==> images/layer_met4.png <==
Drawn at 4 px/µm. Supply wires on this layer in grey.
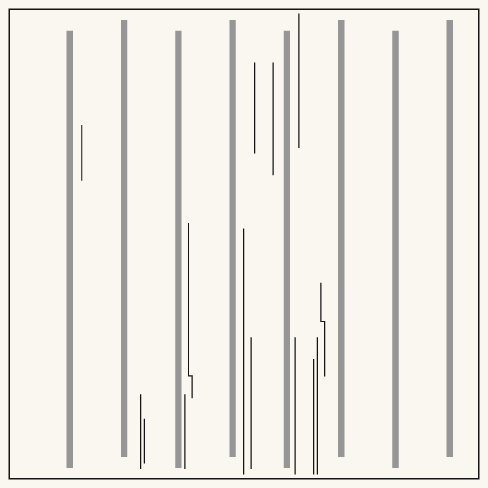
==> images/congestion.png <==
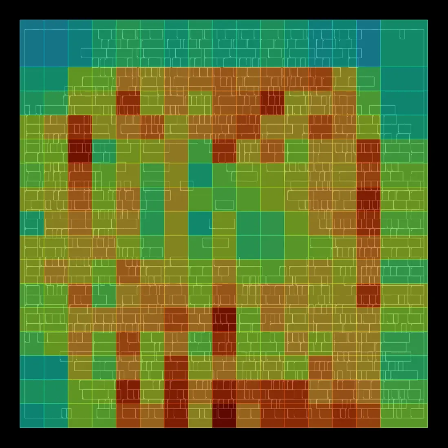
==> images/detail.png <==
Region (43, 20) to (73, 50) µm. Cells in grey, sequential cells in the stronger grey; small squares are vias.
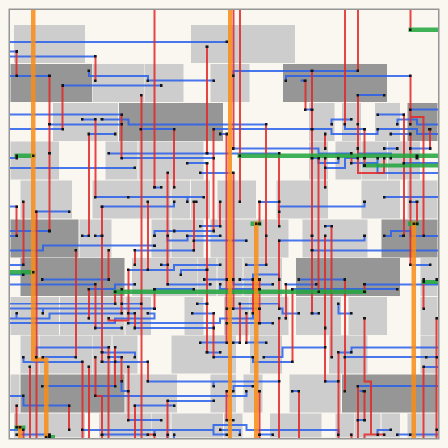
==> config.mk <==
export PLATFORM = sky130hd
export DESIGN_NAME = flexbus_initiator_flat
export DESIGN_NICKNAME = d
export VERILOG_FILES = /design/src/rtl/flexbus_initiator_if.sv /design/src/rtl/flexbus_initiator.sv /design/src/flat_wrapper.sv
export SDC_FILE = /design/constraint.sdc
export NUM_CORES = 1
export LEC_CHECK = 0
export CORE_UTILIZATION = 46
export CTS_BUF_LIST = sky130_fd_sc_hd__clkbuf_8
export CTS_CLUSTER_DIAMETER = 60
export CTS_CLUSTER_SIZE = 12
export DETAILED_ROUTE_END_ITERATION = 7
export GPL_ROUTABILITY_DRIVEN = 0
export PLACE_DENSITY = 0.9
export REMOVE_ABC_BUFFERS = 1
export SLEW_MARGIN = 20
export SYNTH_ARGS = -nofsm -noshare
export SYNTH_HDL_FRONTEND = slang
export SYNTH_SLANG_ARGS = --single-unit
==> constraint.sdc <==
create_clock -name FB_CLK -period 2.5 [get_ports FB_CLK]
set_input_delay 0.375 -clock FB_CLK [delete_from_list [all_inputs] [get_ports FB_CLK]]
set_output_delay 0.375 -clock FB_CLK [all_outputs]
set_load 0.01 [all_outputs]
==> run_results.csv <==
group,metric,value,unit
grt,grt_max_degree,67,
layout,layout_top_cell,"nand2_1",
status,outcome,"finished, final reports clean",
worst_setup_path,ff2ff_path_depth,9,
worst_setup_path,cp.arrival,2.55,ns
grt,grt_pass1_wl,25300,µm
cts,cts_resized,0,
timing,tns,0,ns
cts,cts.reportedPaths.clkPinSlew,0.08,ns
cts,cts_root_buf,"clkbuf_8",
pwr,clkPwrFrac,25.7,%
layout,finalInstanceArea,8310,µm²
placement,numPortBuffers,179,
layout,logic_area,2770,µm²
detailed_routing,viasPerCell,5.29,
floorplanning,boundaryPins,189,
detailed_routing,drc,0,
floorplanning,rows,41,
pwr,power.leakage,0.00269,µW
floorplanning,core,12800,µm²
layout,drive_gt1_share,9.08,%
run,log.warning_count,30,
floorplanning,chipArea,13700,µm²
synthesis,synth_warnings,0,
worst_setup_path,criticalPathCategory,"flip-flop to flip-flop",
synthesis,synth.avg_cell_area,8.02,µm²
About layer_met4.png:
nets with wire on the layer	12
wire length on this layer	404 µm
share of all routed wire	2.6%
main direction	vertical
longest straight run	61.2 µm
DR vias: 5,741
Post-Route WL: 15,600 µm

About congestion.png:
GR Util met1: 28.9%
GR peak layer: met2
M2 GR Usage: 40.4%
Final Util: 65.1%
total global-route track usage: 23.9%

About detail.png:
colour	layer
red	metal 2
orange	metal 4
blue	metal 1
green	metal 3
cells with their middle in the window	73
most frequent	clkdlybuf4s50_1 (11), nand2_1 (10), dfxtp_1 (9)
sequential cells in the window	9

[cells by family (layout without fill, tap and decap cells)]
family / Yosys count / in the layout / share of synthesized area (%)
and+or+nand+nor: 345 / 345 / 24.6
DFF: 146 / 146 / 48.1
AOI/OAI and AO/OA: 142 / 142 / 12.6
muxes: 33 / 33 / 6.09
buffers and inverters: 83 / 232 / 7.10
other: 2 / 9 / 0.124
adders and majority gates: 7 / 7 / 1.44
[critical path: stages (launching register included)]
cell     delay, ns
dfxtp_1       0.37
inv_1         0.09
ha_1          0.25
a21oi_1       0.22
a21o_1        0.16
ha_2          0.23
buf_4         0.26
nand3_1       0.11
mux2_2        0.28
a31oi_1       0.14
[routing by layer]
layer	vias up	global-route usage (%)
li1	2828	-
met2	176	40.4
met1	2705	28.9
met5	-	0
met3	32	5.25
met4	0	11.8
[stage by stage]
stage	hold WS [ns]	cells	power, µW	setup slack, ns
6_report	0.330	1086	7020	0.310
5_1_grt	0.332	1086	7480	0.170
4_1_cts	0.299	1086	7080	0.320
3_5_place_dp	0.446	1054	5280	0.0437
3_3_place_gp	0.441	1054	5210	0.179
2_1_floorplan	0.430	686	4090	-0.515
[power groups by stage]
| stage | clock network, µW | registers [µW] | logic [µW] |
|---|---|---|---|
| after CTS | 1840 | 2720 | 2520 |
| after floorplan | 0 | 2820 | 1260 |
| after global placement | 0 | 2760 | 2450 |
| after detailed placement | 0 | 2770 | 2500 |
| final | 1800 | 2720 | 2500 |
| after global routing | 1970 | 2760 | 2760 |
[area by class of cell]
class,count,area share [%]
sequential,146,35.2
multi-input combinational,536,33.3
timing repair buffer,196,24.0
clock buffer,25,4.14
tap,172,2.59
clock inverter,7,0.662
inverter,4,0.181
[Yosys cell counts (all sizes together)]
cell type	n	area, µm²
nand2	203	762
dfxtp	146	2920
nand3	129	651
a21oi	103	515
buf	57	334
a31oi	32	200
mux2	32	360
clkbuf	22	82.6
ha	7	87.6
a21o	5	37.5
inv	4	15.0
nor2b	4	25.0
nor2	3	11.3
conb	2	7.51
nand2b	2	12.5
a211oi	1	7.51
and3	1	6.26
mux2i	1	10.0
nor3b	1	12.5
o21ai	1	5.00
or2	1	6.26
or3b	1	8.76
No activity file was given, so power comes from the tool's default toggle rates.
